### src/rtl/perf_pkg.sv
// perf_pkg -- shared definitions for the performance monitor.
//
// Holds the two-state FSM encoding, the default parameter values used by
// perf_monitor and perf_counter, and the bit positions inside the status word.
//
// Configuration macro: PERF_SAT_EN (consumed by perf_counter).

package perf_pkg;

    typedef enum logic {
        ST_COUNT = 1'b0,
        ST_DONE  = 1'b1
    } state_t;

    localparam int DEF_NUM_CH      = 8;
    localparam int DEF_CNT_W       = 32;
    localparam int DEF_IDLE_CYCLES = 50;

    // Readout address width and status-word layout.
    localparam int ADDR_W        = 5;
    localparam int STAT_OVF_BIT  = 0;
    localparam int STAT_DONE_BIT = 1;

endpackage

### src/rtl/perf_counter.sv
// perf_counter -- one accumulating counter with a sticky overflow flag.
//
// Adds a 0..3 increment each enabled cycle. A carry out of CNT_W bits sets
// ovf, which stays set until clr or reset.
//
// Configuration macro: PERF_SAT_EN
//   defined   : the count saturates at all-ones on a carry
//   undefined : the count wraps modulo 2^CNT_W
//
// Ports:
//   CLK   in   clock, rising edge
//   nrst  in   asynchronous active-low reset
//   clr   in   synchronous clear of count and ovf (wins over en)
//   en    in   accumulate enable
//   inc   in   increment amount 0..3
//   cnt   out  current count
//   ovf   out  sticky overflow flag

module perf_counter
    import perf_pkg::*;
#(
    parameter int CNT_W = DEF_CNT_W
) (
    input  logic             CLK,
    input  logic             nrst,
    input  logic             clr,
    input  logic             en,
    input  logic [1:0]       inc,
    output logic [CNT_W-1:0] cnt,
    output logic             ovf
);

    logic [CNT_W:0]   sum;
    logic             carry;
    logic [CNT_W-1:0] next_val;

    // One extra bit captures the carry out of the add.
    assign sum   = {1'b0, cnt} + {{(CNT_W - 1){1'b0}}, inc};
    assign carry = sum[CNT_W];

`ifdef PERF_SAT_EN
    assign next_val = carry ? {CNT_W{1'b1}} : sum[CNT_W-1:0];
`else
    assign next_val = sum[CNT_W-1:0];
`endif

    always_ff @(posedge CLK or negedge nrst) begin
        if (!nrst) begin
            cnt <= '0;
            ovf <= 1'b0;
        end else if (clr) begin
            cnt <= '0;
            ovf <= 1'b0;
        end else if (en) begin
            cnt <= next_val;
            if (carry) begin
                ovf <= 1'b1;
            end
        end
    end

endmodule

### src/rtl/perf_monitor.sv
// perf_monitor -- event counters with program-completion detection.
//
// NUM_CH event channels accumulate evt_inc while in COUNT, alongside a
// cycle counter. When the fetched instruction stays unchanged for
// IDLE_CYCLES consecutive cycles the program is deemed finished and the
// FSM enters DONE, freezing all counters until clr. A registered readout
// port selects a channel, the cycle count or the status word.
//
// Handshake: none; rd_addr is sampled every cycle and rd_data shows the
// selected value one cycle later.
//
// Configuration macro: PERF_SAT_EN (saturating counters; wrap otherwise).
//
// Ports:
//   CLK      in   clock, rising edge
//   nrst     in   asynchronous active-low reset
//   inst     in   fetched instruction word (idle detection)
//   evt_inc  in   per-channel increment, channel k at [2k+1:2k]
//   clr      in   synchronous clear of counters, flags and idle detector
//   rd_addr  in   0..NUM_CH-1 channel, NUM_CH cycles, NUM_CH+1 status
//   rd_data  out  registered readout value
//   done     out  high while in DONE (this is the FSM state itself)
//   ovf      out  sticky per-channel overflow flags

module perf_monitor
    import perf_pkg::*;
#(
    parameter int NUM_CH      = DEF_NUM_CH,
    parameter int CNT_W       = DEF_CNT_W,
    parameter int IDLE_CYCLES = DEF_IDLE_CYCLES
) (
    input  logic                CLK,
    input  logic                nrst,
    input  logic [31:0]         inst,
    input  logic [2*NUM_CH-1:0] evt_inc,
    input  logic                clr,
    input  logic [ADDR_W-1:0]   rd_addr,
    output logic [CNT_W-1:0]    rd_data,
    output logic                done,
    output logic [NUM_CH-1:0]   ovf
);

    localparam logic [7:0]       IDLE_LIM = 8'(IDLE_CYCLES);
    localparam logic [7:0]       IDLE_M1  = 8'(IDLE_CYCLES - 1);
    localparam logic [CNT_W-1:0] IDLE_W   = CNT_W'(IDLE_CYCLES);

    state_t           state;
    logic [7:0]       idle_cnt;
    logic [31:0]      last_inst;
    logic             counting;
    logic             inst_match;
    logic [CNT_W-1:0] ch_cnt [NUM_CH];
    logic [CNT_W-1:0] cyc_cnt;
    logic [CNT_W-1:0] cyc_adj;
    logic             cyc_ovf_unused;
    logic [CNT_W-1:0] rd_next;

    assign counting   = (state == ST_COUNT);
    assign inst_match = (inst == last_inst);
    assign done       = (state == ST_DONE);

    // Event channels.
    for (genvar k = 0; k < NUM_CH; k++) begin : g_ch
        perf_counter #(.CNT_W(CNT_W)) u_cnt (
            .CLK  (CLK),
            .nrst (nrst),
            .clr  (clr),
            .en   (counting),
            .inc  (evt_inc[2*k +: 2]),
            .cnt  (ch_cnt[k]),
            .ovf  (ovf[k])
        );
    end

    // Cycle counter: same counter with a constant increment of one.
    perf_counter #(.CNT_W(CNT_W)) u_cycle (
        .CLK  (CLK),
        .nrst (nrst),
        .clr  (clr),
        .en   (counting),
        .inc  (2'd1),
        .cnt  (cyc_cnt),
        .ovf  (cyc_ovf_unused)
    );

    // Idle detector and FSM. The transition fires on the edge where
    // idle_cnt reaches IDLE_CYCLES, so DONE is visible in the very next
    // cycle. idle_cnt saturates at the limit so it cannot wrap in DONE.
    always_ff @(posedge CLK or negedge nrst) begin
        if (!nrst) begin
            state     <= ST_COUNT;
            idle_cnt  <= '0;
            last_inst <= '0;
        end else if (clr) begin
            state     <= ST_COUNT;
            idle_cnt  <= '0;
            last_inst <= '0;
        end else begin
            if (inst_match) begin
                if (idle_cnt != IDLE_LIM) begin
                    idle_cnt <= idle_cnt + 8'd1;
                end
            end else begin
                idle_cnt  <= '0;
                last_inst <= inst;
            end

            case (state)
                ST_COUNT: if (inst_match && idle_cnt == IDLE_M1) state <= ST_DONE;
                ST_DONE:  state <= ST_DONE;
                default:  state <= ST_COUNT;
            endcase
        end
    end

    // Once done, the trailing idle window is not part of the program run.
    assign cyc_adj = (cyc_cnt >= IDLE_W) ? (cyc_cnt - IDLE_W) : '0;

    always_comb begin
        rd_next = '0;
        for (int k = 0; k < NUM_CH; k++) begin
            if (rd_addr == ADDR_W'(k)) rd_next = ch_cnt[k];
        end
        if (rd_addr == ADDR_W'(NUM_CH)) begin
            rd_next = done ? cyc_adj : cyc_cnt;
        end
        if (rd_addr == ADDR_W'(NUM_CH + 1)) begin
            rd_next[STAT_DONE_BIT] = done;
            rd_next[STAT_OVF_BIT]  = |ovf;
        end
    end

    always_ff @(posedge CLK or negedge nrst) begin
        if (!nrst) begin
            rd_data <= '0;
        end else begin
            rd_data <= rd_next;
        end
    end

endmodule

### config.mk
export PLATFORM = sky130hd
export DESIGN_NAME = perf_monitor
export DESIGN_NICKNAME = d
export VERILOG_FILES = /design/src/rtl/perf_pkg.sv /design/src/rtl/perf_counter.sv /design/src/rtl/perf_monitor.sv
export SDC_FILE = /design/constraint.sdc
export NUM_CORES = 1
export LEC_CHECK = 0
export ABC_AREA = 1
export CAP_MARGIN = 10
export CORE_MARGIN = 2
export CORE_UTILIZATION = 40
export DETAILED_ROUTE_END_ITERATION = 10
export GPL_ROUTABILITY_DRIVEN = 0
export GPL_TIMING_DRIVEN = 0
export HOLD_SLACK_MARGIN = 0.1
export PLACE_DENSITY = 0.57
export SYNTH_ARGS = -nofsm -noshare
export SYNTH_HDL_FRONTEND = slang
export SYNTH_SLANG_ARGS = --single-unit
### constraint.sdc
create_clock -name CLK -period 4.42 [get_ports CLK]
set_input_delay 0.884 -clock CLK [delete_from_list [all_inputs] [get_ports CLK]]
set_output_delay 0.884 -clock CLK [all_outputs]
set_load 0.01 [all_outputs]
==> out/results.env, run 1 <==
MAX_FLOP_REGISTER='g_ch.u_cnt.cnt'
DRIVE_ABOVE_1_SHARE_PCT=4.63
CTS.HTREE.LEVELS=2
POST_CTS_BUFFERS=0
SLEW_HEADROOM_PCT=9.14
CTS-BUFFERS-INSERTED=47
RUN_STATUS='finished clean'
CHIPHEIGHT_UM=249
YOSYS_CHIP_AREA_UM2=24000
TIMING_WORST_SETUP_PATH_TYPE='in2reg'
ENABLE_FLOP_CELLS=0
LAYOUT_WORST_PATH_CYCLE_SHARE_PCT=72.4
REG2REGPATHDEPTH=6
CP.DEPTH=11
NUMBER_OF_FLIP_FLOPS_IN_THE_LARGEST_REGISTER=256
CLKTRANSATPATHREGS_PS=60
TRITONCTS='built'
WORSTSKEWPAIRLATENCY_PS=610
SETUP_VIOL_COUNT_FINAL=0
INITIAL_UTILIZATION_PCT=40.6
SYNTH-SEQ-CELLS=369
PLACEMENT_ROW_COUNT=89
FP.COREAREA_UM2=59100
CRITICAL_PATH.MAX_STAGE_DELAY_PS=540
DPL_WORST_SLACK_PS=810
YOSYSTOPAREACELLSHARE_PCT=38.5
PLACEMENT_CELL_AREA_UM2=26000
VIASPERCELL=5.60
LAYOUT-AREA-OVERHEAD-VS-SYNTH_PCT=15.0
NETLIST-CELL-TYPE-COUNT=52
SYN_AVG_CELL_AREA_UM2=6.71
SYNTH.YOSYS.WARNINGS=0
YS_TOP_CELLS_BY_COUNT='sky130_fd_sc_hd__nand2_1, sky130_fd_sc_hd__nor2_1, sky130_fd_sc_hd__inv_1'
PATH_COMMON_CELL='sky130_fd_sc_hd__nand2_1'
POST_CTS_HOLD_BUFFER_COUNT=0
MAXCAPVIOLATIONS=0
MOSTFREQUENTLAYOUTCELLS='sky130_fd_sc_hd__nand2_1, sky130_fd_sc_hd__nor2_1, sky130_fd_sc_hd__inv_1, sky130_fd_sc_hd__dfrtp_1, sky130_fd_sc_hd__nand3_1'
START_POINT_OF_THE_CRITICAL_PATH='rd_addr[4]'
TIMING.SETUP.TNS_PS=0
GRT_OVERFLOW=0
TOP_AREA_CELL='sky130_fd_sc_hd__dfrtp_1'
[run 1: area by class of cell]
type                    count  share of cell area, %
flip-flops and latches    369                   33.5
diodes                      2                 0.0181
multi-input cells        2632                   45.3
repair buffers            100                   3.87
clock inverters            15                  0.612
well taps                 773                   3.50
inverters                 461                   6.28
plain buffers             113                   1.92
clock buffers              68                   5.06
[run 1: power by group]
part	switching [µW]	internal, µW
clock	1620	2360
combinational	427	209
sequential	78.7	3450
total	2130	6020
[run 1: cell families after synthesis]
kind of cell    count (synthesis)
compound gates                465
xor+xnor                       48
fa+ha+maj                      31
buf+inv                       574
flops                         369
simple gates                 2088
[run 1: routing by layer]
metal,wire (µm),track usage (%),up-vias
met2,41200,46.5,1262
li1,-,-,11964
met4,5260,14.5,6
met3,10700,7.67,287
met5,35,0,-
met1,41000,43.1,11857
==> run_1/met4.png <==
Supply wires on this layer in gray. Cells faint in the background.
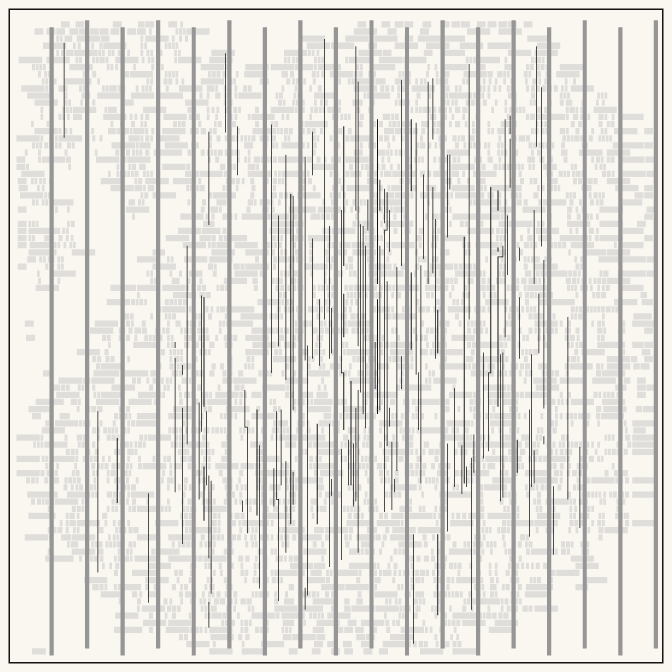
share of all routed wire: 5.4%
nets with wire on the layer: 87
wire length on this layer: 5260 µm
total length of routed wires: 98.3 mm
via count: 25376

==> run_1/final_placement.png <==
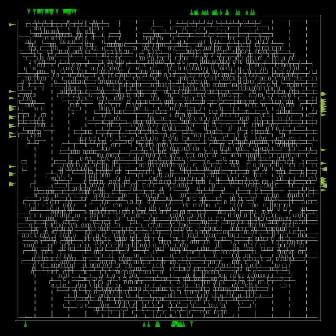
# fillers: 6074
register share of the cell area: 33.5%
Layout Cells excl Fill: 4533
flip-flop and latch count: 369
number of well-tap cells placed: 773

==> run_1/metal_stack.png <==
Scale bar: 50 µm.
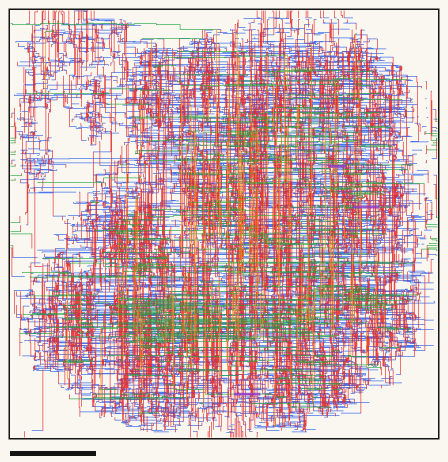
[blue] met1 | wire length: 41.0 mm
[orange] met4 | wire length: 5260 µm
[purple] met5 | wire length: 35.9 µm
[green] met3 | wire length: 10700 µm
[red] met2 | wire length: 41.2 mm
Total GRT Usage: 31.4%
DR WL/cell: 21.7 µm

==> run 2: changes to the inputs <==
==> constraint.sdc (replaced) <==
create_clock -name CLK -period 3 [get_ports CLK]
set_input_delay 0.6 -clock CLK [delete_from_list [all_inputs] [get_ports CLK]]
set_output_delay 0.6 -clock CLK [all_outputs]
set_load 0.01 [all_outputs]
==> run 2 against run 1 <==
  * The flow now finishes with violations (negative setup slack)
  * Final cell count hardly changed
  * Global-route usage stayed put
  * Clock skew is 1.5 ps lower
  * Non-clock buffer count is 1 higher
  * Critical path depth is 5 lower
  * Power is 47% higher
  * Synthesized area stayed put
  * Register-to-register slack worse by 1400 ps
  * Clock power is 47% higher
==> out/results.env, run 2 <==
SYNTH-SEQ-CELLS=369  # unchanged
YOSYSTOPAREACELLSHARE_PCT=38.5  # unchanged
LOGIC_GATE_COUNT=2632  # unchanged
POST_CTS_BUFFERS=0  # unchanged
CTS.HTREE.LEVELS=2  # unchanged
NUMBER_OF_WELL_TAP_CELLS_PLACED=773  # unchanged
ANTENNA_CELLS=2  # unchanged
NUMBER_OF_FLIP_FLOPS_IN_THE_LARGEST_REGISTER=256  # unchanged
MET3_WIRELENGTH_MM=10.7  # about the same
CHIPHEIGHT_UM=249  # unchanged
CRITICAL_PATH.MAX_STAGE_DELAY_PS=710  # was 540 ps
SYN_AVG_CELL_AREA_UM2=6.71  # unchanged
NUMBER_OF_CLOCK_BUFFER_INSTANCES_IN_THE_LAYOUT=68  # unchanged
TOP_LAYER_USED='met5'  # unchanged
TOP_AREA_CELL='sky130_fd_sc_hd__dfrtp_1'  # unchanged
RUN_STATUS='finished, violations left'  # was finished clean
DPL_WORST_SLACK_PS=-326  # was 810 ps
MAX_FLOP_REGISTER='g_ch.u_cnt.cnt'  # unchanged
USE_MET1_PCT=43.1  # unchanged
M1WIRELENGTH_MM=41.2  # was 41.0 mm
SETUP_VIOL_COUNT_FINAL=3  # was 0
SLEW_HEADROOM_PCT=10.1  # was 9.14%
GLOBAL_ROUTE_LAYER_WITH_THE_GREATEST_USAGE='met2'  # unchanged
SIGNAL_BUFFERS=214  # was 213
MOSTFREQUENTLAYOUTCELLS='sky130_fd_sc_hd__nand2_1, sky130_fd_sc_hd__nor2_1, sky130_fd_sc_hd__inv_1, sky130_fd_sc_hd__dfrtp_1, sky130_fd_sc_hd__nand3_1'  # unchanged
GRT_OVERFLOW=0  # unchanged
WORSTSKEWPAIRLATENCY_PS=610  # about the same
SYNTH.YOSYS.WARNINGS=0  # unchanged
AREA.SHARE.COMBINATIONAL_PCT=45.3  # about the same
WL_PER_CELL_UM=21.7  # about the same
LAYOUT_BUFFERING_OVERHEAD_EXCLUDING_CLOCK_CELLS_PCT=5.83  # was 5.79%
FAILED_CHECKS='negative setup slack'
FINAL.SETUP.WORST_SLACK_PS=-23.2  # was 1220 ps
TIMING.SETUP.TNS_PS=-29.4  # was 0 ps
YS_TOP_CELLS_BY_COUNT='sky130_fd_sc_hd__nand2_1, sky130_fd_sc_hd__nor2_1, sky130_fd_sc_hd__inv_1'  # unchanged
CTS-BUFFERS-INSERTED=47  # unchanged
INITIAL_UTILIZATION_PCT=40.6  # unchanged
GROUTE.USAGE.OVERALL_PCT=31.4  # unchanged
-- run 2: power by group --
part,switching [µW],leakage [µW],internal (µW)
clock network,2390,0.000753,3480
registers,116,0.00508,5080
logic,631,0.00612,309
total,3140,0.0120,8860
-- run 2: stage by stage --
| step | area (µm²) | hold slack (ps) | util [%] |
|---|---|---|---|
| final | 27600 | 510 | 46.7 |
| after global routing | 27600 | 542 | 46.7 |
| after CTS | 27600 | 518 | 46.7 |
| after detailed placement | 26000 | 505 | 44.0 |
| after global placement | 25900 | 491 | 43.8 |
| after floorplan | 24000 | 304 | - |
-- run 2: timing repair --
action / CTS / global route
hold endpoints to repair: 80 / 0
gates resized: 0 / 0
hold buffers: 1 / 0
==> run_2/final_placement.png <==
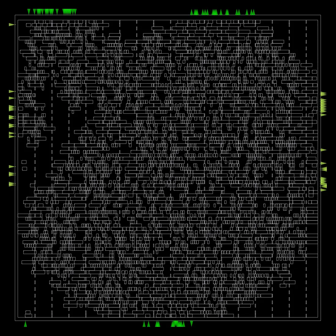
# fillers: 6075
Layout Cells excl Fill: 4534
CORE AREA: 59100 µm²
placement row count: 89
register share of the cell area: 33.4%

==> run_2/met4.png <==
Supply wires on this layer in gray. Cells faint in the background.
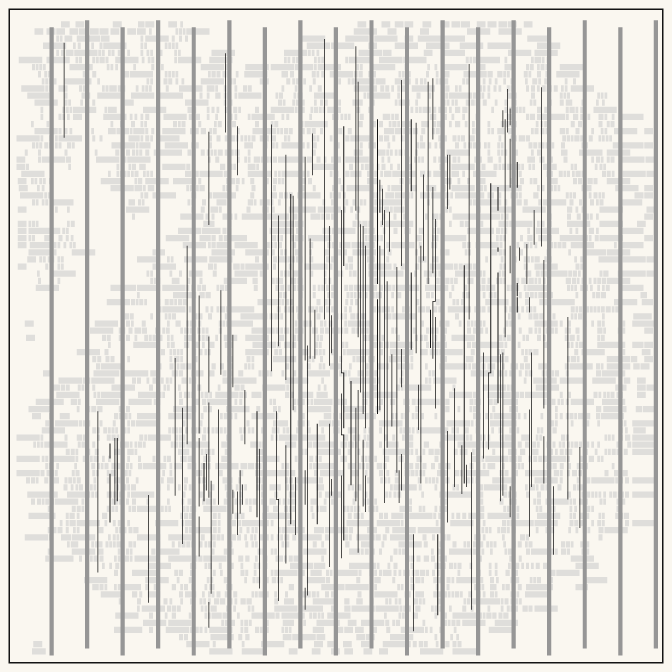
wire length on this layer: 5280 µm
nets with wire on the layer: 94
total length of routed wires: 98.4 mm
via count: 25440

No activity file was given, so power comes from the tool's default toggle rates.
